pins.png
Scale: 4 px per um. Pins as bars across the die edge, other pins in grey.
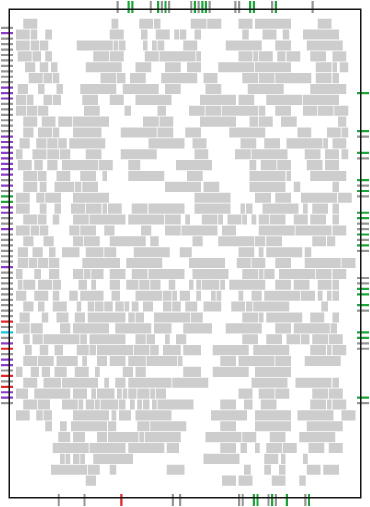
zoom.png
Region (31, 24) to (56, 49) um. Cells in grey, sequential cells in the stronger grey; small squares are vias.
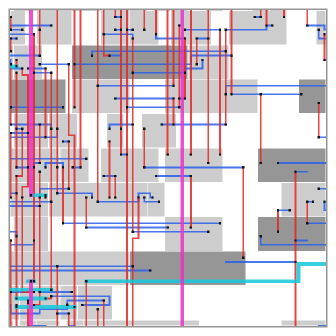
final_congestion.png
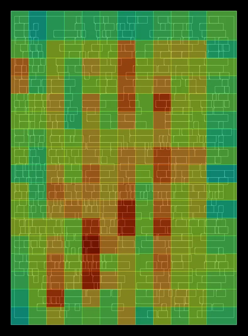
--- config.mk ---
export PLATFORM = sky130hd
export DESIGN_NAME = fft_frame_sequencer
export DESIGN_NICKNAME = d
export VERILOG_FILES = /design/src/rtl/fft_pkg.sv /design/src/rtl/fft_out_fifo.sv /design/src/rtl/fft_frame_sequencer.sv
export SDC_FILE = /design/constraint.sdc
export NUM_CORES = 1
export LEC_CHECK = 0
export CAP_MARGIN = 20
export CORE_ASPECT_RATIO = 1.4
export CORE_UTILIZATION = 42
export CTS_BUF_LIST = sky130_fd_sc_hd__clkbuf_4 sky130_fd_sc_hd__clkbuf_8 sky130_fd_sc_hd__clkbuf_16
export CTS_CLUSTER_SIZE = 12
export DETAILED_ROUTE_END_ITERATION = 7
export GPL_TIMING_DRIVEN = 0
export PLACE_DENSITY = 0.73
export SYNTH_ARGS = -nofsm -noshare
export SYNTH_HDL_FRONTEND = slang
export SYNTH_SLANG_ARGS = --single-unit
--- constraint.sdc ---
create_clock -name clk -period 2.25 [get_ports clk]
set_input_delay 0.45 -clock clk [delete_from_list [all_inputs] [get_ports clk]]
set_output_delay 0.45 -clock clk [all_outputs]
set_load 0.01 [all_outputs]
--- src/rtl/fft_pkg.sv ---
// fft_pkg: shared state type, sizing and sample helpers for the fft frame sequencer
package fft_pkg;
    localparam int DEF_WIDTH = 16;
    localparam int DEF_N_2   = 5;
    typedef enum logic [2:0] {CLEAR, LOAD, START, COMPUTE, UNLOAD} seq_state_t;
    function automatic int n_points(input int n_2);
        return 2 ** n_2;
    endfunction
    function automatic logic [31:0] sext_sample(input logic [31:0] x, input int w);
        return 32'($signed(x << (32 - w)) >>> (32 - w));
    endfunction
endpackage

--- src/rtl/fft_out_fifo.sv ---
// fft_out_fifo: two-entry result FIFO of {last, data} with occupancy count
module fft_out_fifo #(
    parameter int width = 33
) (
    input  logic             clk,
    input  logic             rst_n,
    input  logic             push,
    input  logic [width-1:0] din,
    input  logic             pop,
    output logic [width-1:0] dout,
    output logic [1:0]       count
);
    logic [width-1:0] mem [2];
    logic wp, rp;
    always_ff @(posedge clk or negedge rst_n)
        if (!rst_n) begin
            mem[0] <= '0;
            mem[1] <= '0;
            wp     <= 1'b0;
            rp     <= 1'b0;
            count  <= 2'd0;
        end else begin
            if (push) mem[wp] <= din;
            wp    <= wp ^ push;
            rp    <= rp ^ pop;
            count <= count + 2'(push) - 2'(pop);
        end
    assign dout = mem[rp];
endmodule

--- src/rtl/fft_frame_sequencer.sv ---
// fft_frame_sequencer: loads one frame into the fft engine, runs it and streams the results out
module fft_frame_sequencer
    import fft_pkg::*;
#(
    parameter int width = DEF_WIDTH,
    parameter int N_2   = DEF_N_2
) (
    input  logic                     clk,
    input  logic                     reset,
    input  logic                     in_valid,
    output logic                     in_ready,
    input  logic [2*(width-N_2)-1:0] in_data,
    output logic                     out_valid,
    input  logic                     out_ready,
    output logic [2*width-1:0]       out_data,
    output logic                     out_last,
    output logic                     busy,
    output logic                     fft_reset,
    output logic                     fft_start,
    output logic                     fft_load,
    output logic [N_2-1:0]           fft_adr,
    output logic [2*width-1:0]       fft_rd,
    input  logic [2*width-1:0]       fft_wd,
    input  logic                     fft_done
);
    localparam int N  = n_points(N_2);
    localparam int CW = N_2 + 1;
    localparam int SW = width - N_2;
    seq_state_t state, state_nxt;
    logic [CW-1:0] ld_cnt, rd_cnt;
    logic inflight, inflight_last, ld_hs, issue, pop;
    logic [1:0] fifo_count;
    logic [2*width:0] head;
    always_ff @(posedge clk or negedge reset)
        if (!reset) state <= CLEAR;
        else state <= state_nxt;
    always_comb begin
        state_nxt = state;
        case (state)
            CLEAR:   state_nxt = LOAD;
            LOAD:    state_nxt = ld_hs && ld_cnt == CW'(N - 1) ? START : LOAD;
            START:   state_nxt = COMPUTE;
            COMPUTE: state_nxt = fft_done ? UNLOAD : COMPUTE;
            UNLOAD:  state_nxt = pop && head[2*width] ? CLEAR : UNLOAD;
            default: state_nxt = CLEAR;
        endcase
    end
    // a read may be issued into a slot that the current pop is freeing
    always_comb begin
        in_ready  = state == LOAD;
        ld_hs     = in_ready && in_valid;
        out_valid = state == UNLOAD && fifo_count != 2'd0;
        pop       = out_valid && out_ready;
        issue     = state == UNLOAD && rd_cnt != CW'(N) && 3'(fifo_count) + 3'(inflight) < 3'd2 + 3'(pop);
        busy      = state != LOAD;
        fft_reset = state == CLEAR;
        fft_start = state == START;
        fft_load  = ld_hs;
        fft_adr   = ld_hs ? ld_cnt[N_2-1:0] : issue ? rd_cnt[N_2-1:0] : '0;
        fft_rd    = ld_hs ? {width'(sext_sample(32'(in_data[2*SW-1:SW]), SW)),
                             width'(sext_sample(32'(in_data[SW-1:0]), SW))} : '0;
        out_data  = out_valid ? head[2*width-1:0] : '0;
        out_last  = out_valid && head[2*width];
    end
    always_ff @(posedge clk or negedge reset)
        if (!reset) begin
            ld_cnt        <= '0;
            rd_cnt        <= '0;
            inflight      <= 1'b0;
            inflight_last <= 1'b0;
        end else begin
            ld_cnt        <= state == CLEAR ? '0 : ld_cnt + CW'(ld_hs);
            rd_cnt        <= state == COMPUTE ? '0 : rd_cnt + CW'(issue);
            inflight      <= issue;
            inflight_last <= issue && rd_cnt == CW'(N - 1);
        end
    fft_out_fifo #(.width(2*width+1)) u_fifo (
        .clk   (clk),
        .rst_n (reset),
        .push  (inflight),
        .din   ({inflight_last, fft_wd}),
        .pop   (pop),
        .dout  (head),
        .count (fifo_count)
    );
endmodule
==> run_results.csv <==
group,metric,value,unit
synth,ys_top_logic_family,"multiplexers",
setup_path,cp_num_buf_inv,2,
sta,setup_violating_endpoint_count_in_the_final_report,22,
setup_path,crit_path_end_kind,"output pin",
synth,total_cell_area_reported_by_yosys_after_synthesis,4300,um2
hold_path,hp-class,"input port to async pin",
finish,clkbuf_count,9,
setup_path,max_stage_delay_on_crit_path,0.42,ns
synth,adder_share,2.91,%
finish,layout.sequential_cells,87,
finish,final_area,6290,um2
finish,layout_top_cell,"dfrtp_1",
routing,drt_first_pass_iters,4,
power,dominant_power_group,"sequential cells",
run_status,result_of_the_run,"finished, violations left",
setup_path,startpoint_of_the_most_critical_register_to_register_path,"state[1]",
finish,layout_top_cells,"dfrtp_1 (85), mux2_2 (67), buf_2 (58)",
synth,postSynthAreaPerCell,11.9,um2
finish,combAreaFraction,33.2,%
sta,timing.final.hold_violations,0,
power,share_seq_of_total_power,43.2,%
grt,first_global_vias,3580,
setup_path,path_max_fanout,6,
sta,max_slew.worst_pin.slew,0.646,ns
setup_path,critPathArrivalTime,2.14,ns
power,switching_share,26.6,%
die,fp.dieArea,10700,um2
grt,grt.overflow.total,0,
power,p_comb,919,uW
sta,final-max-slew-violation-count,0,
clock_tree,clock_path_buffers,2,
clock_tree,setup_fix_bufs_post_cts,25,
finish,biggest_registers_after_layout,"u_fifo.mem: 66 flops, ld_cnt: 6 flops, rd_cnt: 6 flops",
synth,mappedNetlistNets,432,
finish,seq-cell-share,34.6,%
setup_path,cp-endpoint,"fft_adr[0]",
finish,finalNetCount,607,
run_status,violations,"setup timing",
grt,antenna_found_initial,0,
finish,drive_gt1_share,45.2,%
placed_design,placed_cell_area,5850,um2
routing,detail_route.vias_per_cell,4.97,
synth,synthCells,363,
setup_path,crit_slowest_cell,"or3b_4",
clock_tree,cts_htree_levels,3,
clock_tree,cts.hold.buffers_added,0,
sta,finalWorstPathRequiredPeriod,2.59,ns
synth,yosys_most_used_dff,"dfrtp_1",
synth,yosysWarnings,0,
finish,final-comb-area,2090,um2
clock_tree,cts-buffers-inserted,9,
clock_tree,cts-root-buf,"clkbuf_16",
sta,fin_ws,-0.335,ns
synth,simple_gate_area_share,12.3,%
synth,async_flop_share,100,%
synth,yosysSeqAreaShare,50.6,%
finish,largest_register_ffs,66,
placed_design,dp_hpwl,7020,um
finish,max_flop_register,"u_fifo.mem",
synth,mux_area_share,25.0,%
clock_tree,clkTransAtPathRegs,0.06,ns
clock_tree,post_cts.resized_instances,310,
synth,compound_area_share,2.82,%
die,top_level_ports,135,
setup_path,critical_path.startpoint,"state[1]",
Back to the opening pictures, pins.png:
legend:
  in_data:
    colour: purple
    pins: 22
    direction: input
    edge: west
  out_data:
    colour: green
    pins: 32
    direction: output
    edge: 15 east, 10 north, 5 south, 2 west
  fft_adr:
    colour: red
    pins: 5
    direction: output
    edge: 4 west, 1 south
  fft_done:
    colour: cyan
    pins: 1
    direction: input
    edge: west
all pins by edge: 70 west, 29 east, 21 north, 15 south

Back to the opening pictures, zoom.png:
legend:
  met2:
    colour: red
  met3:
    colour: cyan
  met1:
    colour: blue
  met4:
    colour: magenta
most frequent: ha_1 (5), buf_4 (5), dfrtp_1 (4)
netlist names of flops here include: u_fifo.mem (2)
sequential cells in the window: 4
cells with their middle in the window: 32

Back to the opening pictures, final_congestion.png:
met2 global-route usage: 36.3%
peak-usage layer in the global routing report: met2
utilization after layout: 63.2%
detail-routed net length per standard cell: 15.1 um
routing usage on met3: 3.52%

[metal layers]
metal	wire length, um	part of all wire (%)	GRT usage (%)
met4	209	2.0	8.91
met5	0	0	0
met3	544	5.3	3.52
met2	5380	53	36.3
met1	4090	40	23.4
[through the flow]
| step | setup slack, ns | util (%) | total power [uW] | hold WS (ns) | instances |
|---|---|---|---|---|---|
| 3_5_place_dp | -0.887 | 58.7 | 2630 | 0.386 | 633 |
| 4_1_cts | -0.453 | 62.3 | 4130 | 0.0288 | 672 |
| 5_1_grt | -0.401 | 63.2 | 4340 | 0.0492 | 677 |
| 2_1_floorplan | 0.0638 | - | 2170 | 0.154 | 363 |
| 3_3_place_gp | -2.32 | 58.5 | 2600 | 0.485 | 632 |
| 6_report | -0.335 | 63.2 | 4140 | 0.0207 | 677 |
Power figures rest on the tool's default switching activity, not on a simulated workload.
